[src/rtl/rv32i_multicycle_sequencer.sv]
// Multi-cycle RV32I control sequencer: IDLE/FETCH/DECODE/EXEC/MEM/WB with a sticky TRAP state.
// Optional performance counters (cycle_cnt, instret_cnt) are enabled by defining RV_SEQ_PERF_CNT_EN.
module rv32i_multicycle_sequencer #(
  parameter int unsigned TIMEOUT_W = 4
) (
  input  logic       clk,
  input  logic       rst,
  input  logic       run,
  input  logic       imem_ack,
  input  logic       dmem_ack,
  input  logic       r_type,
  input  logic       i_type,
  input  logic       load,
  input  logic       store,
  input  logic       branch,
  input  logic       jal,
  input  logic       jalr,
  input  logic       lui,
  input  logic       auipc,
  output logic       imem_req,
  output logic       ir_en,
  output logic       dmem_req,
  output logic       dmem_we,
  output logic       reg_write_en,
  output logic       pc_en,
  output logic       instr_retired,
  output logic       trap,
  output logic [2:0] state
`ifdef RV_SEQ_PERF_CNT_EN
  ,
  output logic [31:0] cycle_cnt,
  output logic [31:0] instret_cnt
`endif
);

  typedef enum logic [2:0] {
    S_IDLE   = 3'd0,
    S_FETCH  = 3'd1,
    S_DECODE = 3'd2,
    S_EXEC   = 3'd3,
    S_MEM    = 3'd4,
    S_WB     = 3'd5,
    S_TRAP   = 3'd6
  } state_t;

  state_t               state_q, state_d;
  logic [TIMEOUT_W-1:0] wait_cnt;
  logic [TIMEOUT_W-1:0] wait_inc;
  logic [8:0]           class_flags;

  assign class_flags = {r_type, i_type, load, store, branch, jal, jalr, lui, auipc};
  assign wait_inc    = wait_cnt + TIMEOUT_W'(1);
  assign state       = state_q;

  // NOTE: clocked state uses non-blocking assignments so every register samples pre-edge values.
  always_ff @(posedge clk or negedge rst) begin
    if (!rst) state_q <= S_IDLE;
    else      state_q <= state_d;
  end

  always_ff @(posedge clk or negedge rst) begin
    if (!rst) begin
      wait_cnt <= '0;
    end else if (state_q == S_EXEC) begin
      wait_cnt <= '0;
    end else if (state_q == S_MEM && !dmem_ack) begin
      wait_cnt <= wait_inc;
    end
  end

  always_comb begin
    // NOTE: default assignment first so no path through the case infers a latch.
    state_d = state_q;
    unique case (state_q)
      S_IDLE:   if (run) state_d = S_FETCH;
      S_FETCH:  if (imem_ack) state_d = S_DECODE;
      S_DECODE: state_d = $onehot(class_flags) ? S_EXEC : S_TRAP;
      S_EXEC:   state_d = (load | store) ? S_MEM : S_WB;
      // Ack wins over the timeout when both land in the same cycle.
      S_MEM: begin
        if (dmem_ack)          state_d = S_WB;
        else if (&wait_inc)    state_d = S_TRAP;
      end
      S_WB:     state_d = run ? S_FETCH : S_IDLE;
      S_TRAP:   state_d = S_TRAP;
      default:  state_d = S_TRAP;
    endcase
  end

  always_comb begin
    imem_req      = 1'b0;
    ir_en         = 1'b0;
    dmem_req      = 1'b0;
    dmem_we       = 1'b0;
    reg_write_en  = 1'b0;
    pc_en         = 1'b0;
    instr_retired = 1'b0;
    trap          = 1'b0;
    unique case (state_q)
      S_FETCH: begin
        imem_req = 1'b1;
        ir_en    = imem_ack;
      end
      S_MEM: begin
        dmem_req = 1'b1;
        dmem_we  = store;
      end
      S_WB: begin
        reg_write_en  = r_type | i_type | load | jal | jalr | lui | auipc;
        pc_en         = 1'b1;
        instr_retired = 1'b1;
      end
      S_TRAP:  trap = 1'b1;
      default: ;
    endcase
  end

`ifdef RV_SEQ_PERF_CNT_EN
  always_ff @(posedge clk or negedge rst) begin
    if (!rst) begin
      cycle_cnt   <= '0;
      instret_cnt <= '0;
    end else begin
      if (state_q != S_IDLE && state_q != S_TRAP) cycle_cnt <= cycle_cnt + 32'd1;
      if (instr_retired) instret_cnt <= instret_cnt + 32'd1;
    end
  end
`endif

endmodule

[config.mk]
export PLATFORM = sky130hd
export DESIGN_NAME = rv32i_multicycle_sequencer
export DESIGN_NICKNAME = d
export VERILOG_FILES = /design/src/rtl/rv32i_multicycle_sequencer.sv
export SDC_FILE = /design/constraint.sdc
export NUM_CORES = 1
export LEC_CHECK = 0
export CORE_MARGIN = 2
export CORE_UTILIZATION = 44
export CTS_BUF_LIST = sky130_fd_sc_hd__clkbuf_4
export DETAILED_ROUTE_END_ITERATION = 8
export PLACE_DENSITY = 0.78
export SETUP_SLACK_MARGIN = 0.2
export SLEW_MARGIN = 20
export SYNTH_ARGS = -nofsm -noshare
export SYNTH_HDL_FRONTEND = slang
export SYNTH_SLANG_ARGS = --single-unit
export TNS_END_PERCENT = 50
[constraint.sdc]
create_clock -name clk -period 3 [get_ports clk]
set_input_delay 0.75 -clock clk [delete_from_list [all_inputs] [get_ports clk]]
set_output_delay 0.75 -clock clk [all_outputs]
set_load 0.05 [all_outputs]
Local utilization:
The die is cut into 9 by 9 equal tiles; black is low, pale yellow is high, 0 to 100% covered.
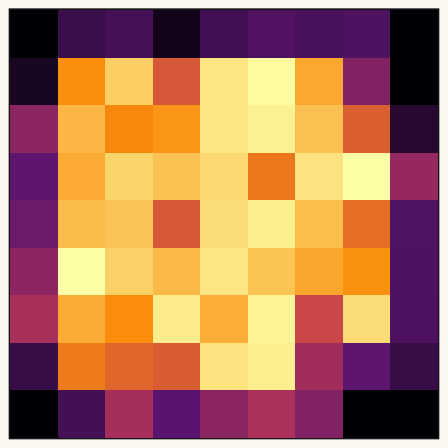
- fullest tile: 100%
- mean over tiles: 57%
- densest ninth of the die: centre
Util after Layout: 75.6%
FP Util: 47.7%
Core ar.: 1520 um^2

Metal 3:
Bar = 10 um.
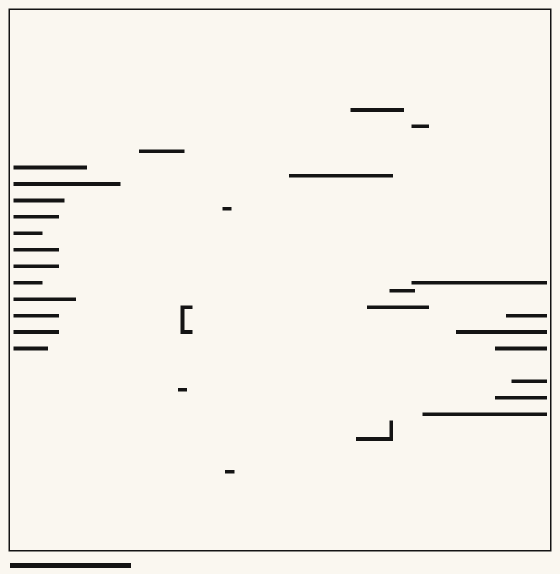
- longest straight run: 10.9 um
- nets with wire on the layer: 27

==> layer usage <==
layer	share of wire, %	track usage (%)	vias up
met3	6.7	5.31	6
met5	0	0	-
met4	3.1	13.3	0
met2	53	35.7	35
li1	-	-	356
met1	37	21.8	344
==> report_power, final <==
part           switching [uW]  total, uW  leakage (uW)  internal, uW
sequential               81.8        217     0.0000894           135
combinational             407        718      0.000432           311
clock                    35.6       95.4     0.0000184          59.8
==> final timing paths <==
kind,endpoint,cells after the start
worst max-delay path,state[0],13
worst min-delay path,wait_cnt[3],1
worst max register to register,wait_cnt[3],5
worst min register to register,wait_cnt[3],1
max in group asynchronous,wait_cnt[3],1
min in group asynchronous,state[0],1
==> what timing repair did <==
action	CTS	global route
resized	17	5
setup buffers	6	0
setup endpoints to repair	2	2
pin swaps	7	3
==> summary.txt <==
fresh numbers from the pnr run: status=complete, but fails checks, failing checks=setup timing, Top area cell types=dfrtp_1, fa_1, ha_1, fin worst setup slack=-0.640 ns, CP bufs+invs=4, CTS Hold Buffers Added=0, Nets=143, Non-clk bufs=37, Syn Inst Count=approximately 80, Yosys reg bits=7, Final min period=roughly 3.6 ns, sequential fraction of the synthesis area=24.1%, FF/Latch Area=between 150 and 200 um^2, first-pass detailed-route iteration total=4, pre-CTS setup slack=-1.50 ns, Yosys chip area=slightly above 700 um^2, vias after detailed routing=about 740, initial antenna violation count=0, RSZ-0062 raised after global routing=yes, count of non-CTS inverters in the layout=16, die area=1990 um^2, Crit Path Max Fanout=2, Lkg Pwr=0.000540 uW, total power=1030 uW, Cells after DPL=124, CTS Sinks=7, detailed placer's ending HPWL=1400 um, DP Area=1060 um^2, Die H=44.6 um, Global Route Usage Sum=20.6%, largest net degree at the start of global routing=11, logic area=482 um^2, final count of hold timing violations=0, number of enable flip-flop cells=0, diode count=0, layout cell share with drive strength beyond 1=30.5%, GRT overflow=0, Final Max-Slew Violation Tally=0, dominant logic cell type in the layout=clkdlybuf4s50_1, Distinct lib cells used=37, Vias/cell=5.53, Biggest Area Class=logic gates, CP cell instances=buf_8 > inv_4 > fa_1 > fa_1 > fa_1 > inv_1 > fa_2 > inv_2 > fa_1 > nand4bb_1 > a31oi_2 > and3_1 > a221o_1, clk slew on worst S/H paths=roughly 0.050 ns, Initial DRC Count=8, number of setup violations in the final report=2, Final TNS setup=-1.21 ns, total CTS buffers=3, TAP cells=16, CP arrival=3.77 ns, row count=14, htree depth=1, Max Cap Viol=0, yosys cell count=about 80, clock root buffer=clkbuf_4, most frequent cells in the layout=clkdlybuf4s50_1, buf_4, inv_1, Top delay family on crit path=adder cells, TritonCTS clock tree=yes, Post-synth mux share=1.38%, yosys warning tally=0, Non-clock buffer share=about a third, die x size=44.6 um, XOR-XNOR Cells, Area Fraction=1.20%, vias in the first global route=680, Simple Share, Synth=about 23%, multi-input combinational area share=41.8%, # DRC=0, wire per inst=13.5 um
Power is estimated from default activity; no workload was simulated.
